## config.mk

```make
export PLATFORM = sky130hd
export DESIGN_NAME = morse_encoder
export DESIGN_NICKNAME = d
export VERILOG_FILES = /design/src/rtl/morse_encoder.sv
export SDC_FILE = /design/constraint.sdc
export NUM_CORES = 1
export LEC_CHECK = 0
export CORE_ASPECT_RATIO = 1.25
export CORE_MARGIN = 2
export CORE_UTILIZATION = 60
export CTS_BUF_LIST = sky130_fd_sc_hd__clkbuf_4
export CTS_CLUSTER_DIAMETER = 50
export DETAILED_ROUTE_END_ITERATION = 8
export DONT_BUFFER_PORTS = 1
export PLACE_DENSITY = 0.75
export SYNTH_ARGS = -nofsm -noshare
export SYNTH_HDL_FRONTEND = slang
export SYNTH_SLANG_ARGS = --single-unit
```

## constraint.sdc

```tcl
create_clock -name clk -period 2.9 [get_ports clk]
set_input_delay 0.435 -clock clk [delete_from_list [all_inputs] [get_ports clk]]
set_output_delay 0.435 -clock clk [all_outputs]
set_load 0.01 [all_outputs]
```

## src/rtl/morse_encoder.sv

```systemverilog
// Morse transmit encoder: one ASCII character per handshake, keyed out
// on key_out with a programmable unit length.
module morse_encoder #(
    parameter int UNIT_CYCLES = 4,
    parameter int LGAP_UNITS  = 3,
    parameter int WGAP_UNITS  = 4
) (
    input  logic       clk,
    input  logic       reset,
    input  logic [7:0] char_in,
    input  logic       char_valid,
    output logic       char_ready,
    output logic       key_out,
    output logic       busy,
    output logic       err
);

    localparam int CW = $clog2(UNIT_CYCLES + 1);
    localparam logic [CW-1:0] CYC_LAST = CW'(UNIT_CYCLES - 1);
    localparam logic [2:0] LGAP_LEN = 3'(LGAP_UNITS);
    localparam logic [2:0] WGAP_LEN = 3'(WGAP_UNITS);

    typedef enum logic [2:0] {
        IDLE,
        MARK,
        ESPACE,
        LGAP,
        WGAP
    } state_t;

    state_t state, state_n;

    logic [CW-1:0] cyc, cyc_n;
    logic [2:0]    unit, unit_n;
    logic [1:0]    idx, idx_n;
    logic [2:0]    len_q, len_n;
    logic [3:0]    pat_q, pat_n;
    logic          err_n;

    logic [7:0]    upper;
    logic [6:0]    entry;
    logic [2:0]    phase_len;
    logic          unit_tick;
    logic          phase_end;

    // Returns {length, elements}; elements left-aligned, 1 = dash.
    // A length of zero marks a code that is not a letter.
    function automatic logic [6:0] lut(input logic [7:0] c);
        case (c)
            8'h41:   lut = {3'd2, 4'b0100};
            8'h42:   lut = {3'd4, 4'b1000};
            8'h43:   lut = {3'd4, 4'b1010};
            8'h44:   lut = {3'd3, 4'b1000};
            8'h45:   lut = {3'd1, 4'b0000};
            8'h46:   lut = {3'd4, 4'b0010};
            8'h47:   lut = {3'd3, 4'b1100};
            8'h48:   lut = {3'd4, 4'b0000};
            8'h49:   lut = {3'd2, 4'b0000};
            8'h4A:   lut = {3'd4, 4'b0111};
            8'h4B:   lut = {3'd3, 4'b1010};
            8'h4C:   lut = {3'd4, 4'b0100};
            8'h4D:   lut = {3'd2, 4'b1100};
            8'h4E:   lut = {3'd2, 4'b1000};
            8'h4F:   lut = {3'd3, 4'b1110};
            8'h50:   lut = {3'd4, 4'b0110};
            8'h51:   lut = {3'd4, 4'b1101};
            8'h52:   lut = {3'd3, 4'b0100};
            8'h53:   lut = {3'd3, 4'b0000};
            8'h54:   lut = {3'd1, 4'b1000};
            8'h55:   lut = {3'd3, 4'b0010};
            8'h56:   lut = {3'd4, 4'b0001};
            8'h57:   lut = {3'd3, 4'b0110};
            8'h58:   lut = {3'd4, 4'b1001};
            8'h59:   lut = {3'd4, 4'b1011};
            8'h5A:   lut = {3'd4, 4'b1100};
            default: lut = 7'd0;
        endcase
    endfunction

    assign char_ready = (state == IDLE);

    always_comb begin
        upper = char_in;
        if (char_in >= 8'h61 && char_in <= 8'h7A) begin
            upper = char_in - 8'h20;
        end
    end

    assign entry = lut(upper);

    always_comb begin
        phase_len = 3'd1;
        unique case (state)
            MARK:    phase_len = pat_q[~idx] ? 3'd3 : 3'd1;
            LGAP:    phase_len = LGAP_LEN;
            WGAP:    phase_len = WGAP_LEN;
            default: phase_len = 3'd1;
        endcase
    end

    assign unit_tick = (cyc == CYC_LAST);
    assign phase_end = unit_tick && (unit == phase_len - 3'd1);

    always_comb begin
        state_n = state;
        cyc_n   = cyc;
        unit_n  = unit;
        idx_n   = idx;
        len_n   = len_q;
        pat_n   = pat_q;
        err_n   = 1'b0;

        if (state != IDLE) begin
            if (phase_end) begin
                cyc_n  = '0;
                unit_n = '0;
            end else if (unit_tick) begin
                cyc_n  = '0;
                unit_n = unit + 3'd1;
            end else begin
                cyc_n = cyc + 1'b1;
            end
        end

        unique case (state)
            IDLE: begin
                if (char_valid) begin
                    if (entry[6:4] != 3'd0) begin
                        state_n = MARK;
                        len_n   = entry[6:4];
                        pat_n   = entry[3:0];
                        idx_n   = '0;
                    end else if (char_in == 8'h20) begin
                        state_n = WGAP;
                    end else begin
                        err_n = 1'b1;
                    end
                end
            end
            MARK: begin
                if (phase_end) begin
                    if ({1'b0, idx} == len_q - 3'd1) begin
                        state_n = LGAP;
                    end else begin
                        state_n = ESPACE;
                    end
                end
            end
            ESPACE: begin
                if (phase_end) begin
                    state_n = MARK;
                    idx_n   = idx + 2'd1;
                end
            end
            LGAP, WGAP: begin
                if (phase_end) begin
                    state_n = IDLE;
                end
            end
            default: state_n = IDLE;
        endcase
    end

    // Outputs are registered from the next state so they line up with it.
    always_ff @(posedge clk) begin
        if (reset) begin
            state   <= IDLE;
            cyc     <= '0;
            unit    <= '0;
            idx     <= '0;
            len_q   <= '0;
            pat_q   <= '0;
            key_out <= 1'b0;
            busy    <= 1'b0;
            err     <= 1'b0;
        end else begin
            state   <= state_n;
            cyc     <= cyc_n;
            unit    <= unit_n;
            idx     <= idx_n;
            len_q   <= len_n;
            pat_q   <= pat_n;
            key_out <= (state_n == MARK);
            busy    <= (state_n != IDLE);
            err     <= err_n;
        end
    end

endmodule

```

==> images/placed.png <==
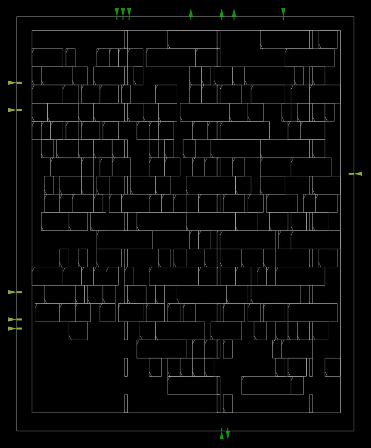
fill cell instance count of the final layout: 236
number of flip-flops and latches: 21
Post-Route Utilization: 0.6329
Seq/total area: 0.2528
number of standard cells in the layout, taps in and fillers out: 230

==> run summary <==
Observations from the implementation run.

STA:
- Setup violations remaining at the end of the flow were counted as 0.
- The run gives the final critical-path setup slack as 111.4 ps.
- The pin closest to its max-slew limit shows a slew of 554.8 ps.
- The run gives the worst-case hold slack as 190.5 ps.
- On the final layout, the worst clock skew is 1.469 ps.

Place:
- The run gives the worst setup timing slack at the placement stage as 81.32 ps.
- The placement summary gives the final routability congestion estimate as 0.8573.

Finish:
- After layout, the inverter instance count without clock inverters stands at 9.
- The run puts the non-clock buffer count in the final layout at 2.
- The final layout report lists a clock buffer count of 4.
- The run puts the area overhead of the layout relative to synthesis at 3.343%.
- The top cell types in the final layout, fill and taps aside, are sky130_fd_sc_hd__a21oi_1 (22), sky130_fd_sc_hd__dfxtp_1 (21), sky130_fd_sc_hd__o21ai_0 (16).
- The run gives the number of flip-flops under the largest register name as 4.
- The run gives the final-layout non-clock buffer area share as 0.009029.
- The run puts the area taken by flip-flops and latches at 420.4 um2.

Setup path:
- The timing report shows that the slowest cell on the worst path is sky130_fd_sc_hd__mux4_2.
- Following the worst setup path forward leads to its endpoint at busy$_SDFF_PP0_.
- Tracing the worst setup path back leads to its startpoint at idx[1]$_SDFFE_PP0P_.
- The setup check on the worst reg-to-reg path leaves a slack of 110 ps.
- Per the OpenROAD timing report, the critical path contains 9 cells.
- The critical path is of the register to register type.
- STA classifies the critical path startpoint as a register.
- STA classifies the critical path endpoint as a register.
- The run gives the required arrival time at the worst endpoint as 3080 ps.

GRT:
- On met3, the global router reports a usage of 0.02632.
- The via count of the first global-routing pass is 1332.
- The run gives the met2 usage as 0.4455.
- The run gives the met1 usage as 0.2433.
- The run gives the first-pass GRT wire length as 5595 um.
- The layer flagged by global routing as most heavily used is met2.
- The run puts the initial antenna violation count at 0.
- The run gives the total global routing track utilization as 0.2290.

Floorplan:
- The die covers 3115 um2.
- The run puts the boundary pin count at 15.

Clock network:
- The run puts the insertion delay of the later-clocked pin in the worst-skew pair at 290 ps.
- The run gives the clock-pin slew on the worst setup and hold paths as 110 ps.
- The run puts the buffers inserted during post-CTS setup optimization at 0.
- The run gives the clock sink count as 21.
- Per the CTS log, the maximum H-tree level is 1.
- Per the CTS log, the buffer count on the longest clock path is 2.

Drt:
- Per the detail_route report, DRC violations left total 0.
- The run gives the vias after detailed routing as 1415.
- Dividing the detail-routed via count by the number of cells gives 6.152.
- After detailed routing, the met2 layer carries 1845 um of wire.
- The run puts the number of detailed-routing iterations run before antenna repair at 4.
- After detailed routing, no signal wire sits above met4.
- The detail route stage leaves a number of antenna-violating nets equal to 0.
- The run gives the aggregate routed wire length as 3415 um.

Power and ir drop:
- The run puts the clock share of power at 0.270.
- The run gives the combinational-cell power consumption as 95.6 uW.
- The run gives the flip-flop and latch power as 299 uW.
- The run gives the leakage power as 0.0006254 uW.
- The run gives the combinational share of power as 0.177.
- Power comes to 540.9 uW.

Flow run:
- The run gives the max-capacitance violation count as 0.
- The run gives the number of logged tool warnings as 33.

Synthesis:
- The run puts the count of flip-flops with a built-in enable after synthesis at 0.
- The run gives the mean cell area of the mapped netlist as 8.126 um2.
- Among the non-sequential cells, simple AND/OR/NAND/NOR gates take the most area.
- The run puts the compound-gate portion of the synthesized area at 0.2271.
- The run gives the total of warnings raised by yosys as 0.
- The run puts the simple-gate share of the synthesized area at 0.2753.

Outcome:
- The flow ran to the end, and the final reports show no timing, DRC or antenna violations.
==> images/util_map.png <==
The bar under the picture is 20 um long. 5 x 6 tiles, from white (low) to dark blue (high), 0 to 100% covered.
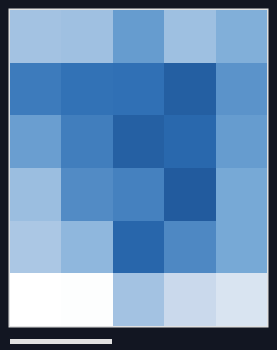
mean over tiles	52%
emptiest ninth of the die	lower left
nearly empty tiles	6.7%
starting density of the core: 0.6124
floorplan core area: 2628 um2

Power and IR drop assume default switching activity.
